pins.png
Pins as bars across the die edge, other pins in grey.
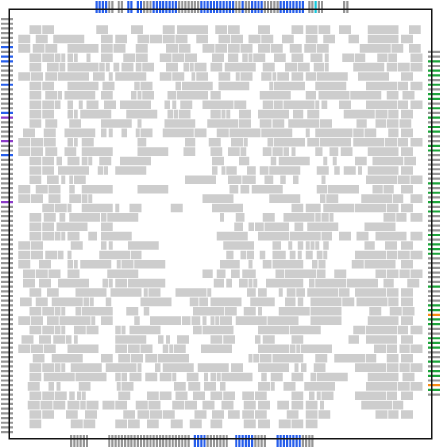
met4.png
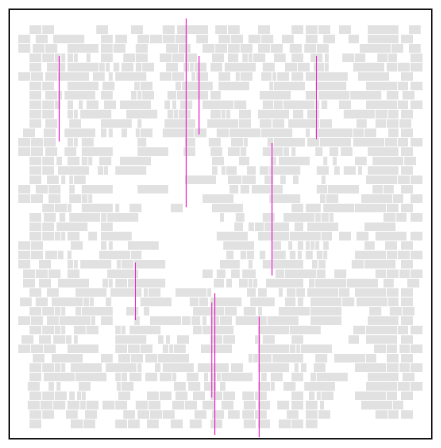
<file path="src/rtl/apb_master_sched.sv">
// APB master sequencer: round-robin arbitration of NUM_REQ requesters onto one APB bus,
// with one-hot slave decode, SETUP/ACCESS sequencing and a pready timeout.
module apb_master_sched #(
    parameter int NUM_REQ = 2,
    parameter int SLV_LSB = 12,
    parameter int TIMEOUT = 16
) (
    input  logic                   pclk,
    input  logic                   preset,
    input  logic [NUM_REQ-1:0]     req_valid,
    output logic [NUM_REQ-1:0]     req_ready,
    input  logic [32*NUM_REQ-1:0]  req_addr,
    input  logic [NUM_REQ-1:0]     req_write,
    input  logic [32*NUM_REQ-1:0]  req_wdata,
    input  logic [4*NUM_REQ-1:0]   req_strb,
    input  logic [3*NUM_REQ-1:0]   req_prot,
    output logic [NUM_REQ-1:0]     rsp_valid,
    output logic [31:0]            rsp_rdata,
    output logic                   rsp_err,
    output logic [3:0]             psel,
    output logic                   penable,
    output logic [31:0]            paddr,
    output logic                   pwrite,
    output logic [2:0]             pprot,
    output logic [31:0]            pwdata,
    output logic [3:0]             pstrb,
    input  logic [31:0]            prdata,
    input  logic                   pready,
    input  logic                   pslverr,
    output logic [1:0]             dbg_state
);

    // Handshake: a requester holds req_valid with stable fields until the single-cycle
    // req_ready pulse; the result comes back later as a single-cycle rsp_valid pulse.

    localparam int CW = $clog2(TIMEOUT);

    typedef enum logic [1:0] {
        IDLE   = 2'd0,
        SETUP  = 2'd1,
        ACCESS = 2'd2
    } state_t;

    state_t          state, state_nxt;
    logic            active;
    logic [1:0]      ptr;
    logic [1:0]      cur_idx;
    logic [1:0]      gnt_idx;
    logic            gnt_any;
    logic            gnt_ok;
    logic [CW-1:0]   cnt;
    logic            acc_done;
    logic            acc_tmo;
    int              scan_idx;
    int              gi;
    logic [31:0]     sel_addr;
    logic [31:0]     sel_wdata;
    logic            sel_write;
    logic [3:0]      sel_strb;
    logic [2:0]      sel_prot;

    // Scan downward so the last hit, i.e. the first one at or after ptr, wins.
    always_comb begin
        gnt_any  = 1'b0;
        gnt_idx  = 2'd0;
        scan_idx = 0;
        for (int k = NUM_REQ - 1; k >= 0; k--) begin
            scan_idx = int'(ptr) + k;
            if (scan_idx >= NUM_REQ) scan_idx = scan_idx - NUM_REQ;
            if (req_valid[scan_idx]) begin
                gnt_any = 1'b1;
                gnt_idx = 2'(scan_idx);
            end
        end
    end

    always_comb begin
        gi        = int'(gnt_idx);
        sel_addr  = req_addr[gi*32 +: 32];
        sel_wdata = req_wdata[gi*32 +: 32];
        sel_write = req_write[gi];
        sel_strb  = req_strb[gi*4 +: 4];
        sel_prot  = req_prot[gi*3 +: 3];
    end

    // active holds off grants until the first clock edge after reset release.
    assign gnt_ok    = (state == IDLE) && active && gnt_any;
    assign req_ready = gnt_ok ? (NUM_REQ'(1) << gnt_idx) : '0;
    assign acc_done  = (state == ACCESS) && pready;
    assign acc_tmo   = (state == ACCESS) && !pready && (cnt == CW'(TIMEOUT - 1));
    assign dbg_state = state;

    always_comb begin
        state_nxt = state;
        case (state)
            IDLE:    if (gnt_ok) state_nxt = SETUP;
            SETUP:   state_nxt = ACCESS;
            ACCESS:  if (acc_done || acc_tmo) state_nxt = IDLE;
            default: state_nxt = IDLE;
        endcase
    end

    always_ff @(posedge pclk or negedge preset) begin
        if (!preset) state <= IDLE;
        else         state <= state_nxt;
    end

    always_ff @(posedge pclk or negedge preset) begin
        if (!preset) begin
            active    <= 1'b0;
            ptr       <= 2'd0;
            cur_idx   <= 2'd0;
            cnt       <= '0;
            rsp_valid <= '0;
            rsp_rdata <= 32'd0;
            rsp_err   <= 1'b0;
            psel      <= 4'd0;
            penable   <= 1'b0;
            paddr     <= 32'd0;
            pwrite    <= 1'b0;
            pprot     <= 3'd0;
            pwdata    <= 32'd0;
            pstrb     <= 4'd0;
        end else begin
            active    <= 1'b1;
            rsp_valid <= '0;
            case (state)
                IDLE: begin
                    if (gnt_ok) begin
                        ptr     <= (int'(gnt_idx) == NUM_REQ - 1) ? 2'd0 : gnt_idx + 2'd1;
                        cur_idx <= gnt_idx;
                        paddr   <= sel_addr;
                        pwrite  <= sel_write;
                        pprot   <= sel_prot;
                        pwdata  <= sel_wdata;
                        pstrb   <= sel_write ? sel_strb : 4'd0;
                        psel    <= 4'b0001 << sel_addr[SLV_LSB +: 2];
                        penable <= 1'b0;
                        cnt     <= '0;
                    end
                end
                SETUP: penable <= 1'b1;
                ACCESS: begin
                    if (acc_done || acc_tmo) begin
                        psel      <= 4'd0;
                        penable   <= 1'b0;
                        cnt       <= '0;
                        rsp_valid <= NUM_REQ'(1) << cur_idx;
                        rsp_err   <= acc_tmo ? 1'b1 : pslverr;
                        rsp_rdata <= (acc_done && !pwrite) ? prdata : 32'd0;
                    end else begin
                        cnt <= cnt + CW'(1);
                    end
                end
                default: ;
            endcase
        end
    end

endmodule

</file>
<file path="config.mk">
export PLATFORM = sky130hd
export DESIGN_NAME = apb_master_sched
export DESIGN_NICKNAME = d
export VERILOG_FILES = /design/src/rtl/apb_master_sched.sv
export SDC_FILE = /design/constraint.sdc
export NUM_CORES = 1
export LEC_CHECK = 0
export ABC_CLOCK_PERIOD_IN_PS = 2600
export CAP_MARGIN = 15
export CORE_AREA = 2 2 120 122
export DETAILED_ROUTE_END_ITERATION = 8
export DIE_AREA = 0 0 122 124
export PLACE_DENSITY_LB_ADDON = 0.15
export SLEW_MARGIN = 5
export SYNTH_ARGS = -nofsm -noshare
export SYNTH_HDL_FRONTEND = slang
export SYNTH_SLANG_ARGS = --single-unit
</file>
<file path="constraint.sdc">
create_clock -name pclk -period 2.6 [get_ports pclk]
set_clock_uncertainty 0.2 [all_clocks]
set_input_delay 0.26 -clock pclk [delete_from_list [all_inputs] [get_ports pclk]]
set_output_delay 0.26 -clock pclk [all_outputs]
set_load 0.02 [all_outputs]
</file>
==> summary.txt <==
yosys + openroad results -> die width 122 um, DR iter-0 viols 132, most common cell in the netlist dfrtp_1, Top cell area share 0.5809, status complete, no violations, Final Worst Setup Slack 0.09220 ns, count of cell types in the netlist 33, Pint 0.006530 W, hold crit path type input port to async pin, Slew Limit Fails 0, kind of critical path register to primary output, layout cells sized above 1 0.08258, sw power 0.003654 W, Yosys Warn Count 0, min cycle time layout 2.508 ns, post-synthesis net count 648, type of destination of the critical path primary output, Max Clk Rate 0.3988 GHz, Final Cycle Share 0.9645, Antenna Cells 0, CP required 2.14 ns, met3 WL post-DR 1.479 mm, Async SR Flop Fraction 1.000, MI comb cells 304, WL met2 7.693 mm, startpoint types register, slew of the pin with the lowest slew margin 0.6963 ns, Inverters excl. clock 4, Crit Path Max Fanout 6, cells in synth_stat.txt 465, global route total overflow 0, Post-Syn Area per Cell 11.40 sq um, Setup-failing EPs final 0, Pwr top combinational logic, most common logic cell in the routed design clkdlybuf4s50_1, clkbuf count 17, Combinational Area 2032 sq um, met1 Resource Use GR 0.2169, CP max stage cell clkdlybuf4s50_1, CTS buffer count 17, CTS tree done, DRT antenna net count 0, Residual DRC 0, Peak supply drop 0.4844 mV, pre-CTS setup slack 0.005875 ns, Wirelength per Cell 15.80 um, tool warning count 26, Metal-1 WL 5.637 mm, switching share of power 0.3588, Clock Tree Buf Depth 2, Clock Tree Root clkbuf_16, largest net degree at the start of global routing 76, Worst R2R End psel[3], Clock net power 0.00235 W, Tot Pwr 0.01018 W, Flop pwr share 0.318, Crit path largest cell delay 0.66 ns, clk cell area share 0.06628, Crit path depth 3, first-pass GRT wire length 23.28 mm, fin area 9061 sq um, CP cell instances or3_4 > nor2_1 > clkdlybuf4s50_1, Top delay family on crit path buffers and inverters, First-pass DRT Iterations 4, row cnt 43, signal buffers share of area 0.3431, synthesized chip area reported by yosys 5299 sq um, met3 Resource Use GR 0.08059, most frequent cells after synthesis dfrtp_1, nand2_1, mux2i_1, RSZ-0062 raised after global routing false, FF-to-FF path depth 5
Back to the opening pictures, pins.png:
purple -> pprot  # pins 3, direction output, edge left
cyan -> pwrite  # pins 1, direction output, edge top
orange -> rsp_valid  # pins 2, direction output, edge right
blue -> req_addr  # pins 64, direction input, edge 40 top, 18 bottom, 6 left
green -> rsp_rdata  # pins 32, direction output, edge right

Back to the opening pictures, met4.png:
longest straight run = 54.4 um
nets with wire on the layer = 8
wire length on this layer = 282 um
main direction = vertical

==> flip-flops by register name, indices dropped and copies added (netlist names), 3 cells and up <==
register   count
pwdata        32
paddr         32
rsp_rdata     32
psel           4
pstrb          4
pprot          3
cnt            4
==> kinds of logic after synthesis <==
kind of cell / count (synthesis) / share of synthesized area
mux: 70 / 0.1322
xor+xnor: 1 / 0.001653
simple gates: 100 / 0.07745
fa+ha+maj: 1 / 0.002361
buf+inv: 38 / 0.03920
flops: 123 / 0.5809
compound gates: 131 / 0.1655
other cells: 1 / 0.0007077
==> what timing repair did <==
item	CTS	global route
endpoints found under the hold margin	46	0
resized	1	0
hold buffers	1	0
setup endpoints to repair	1	0
Power is estimated from default activity; no workload was simulated.
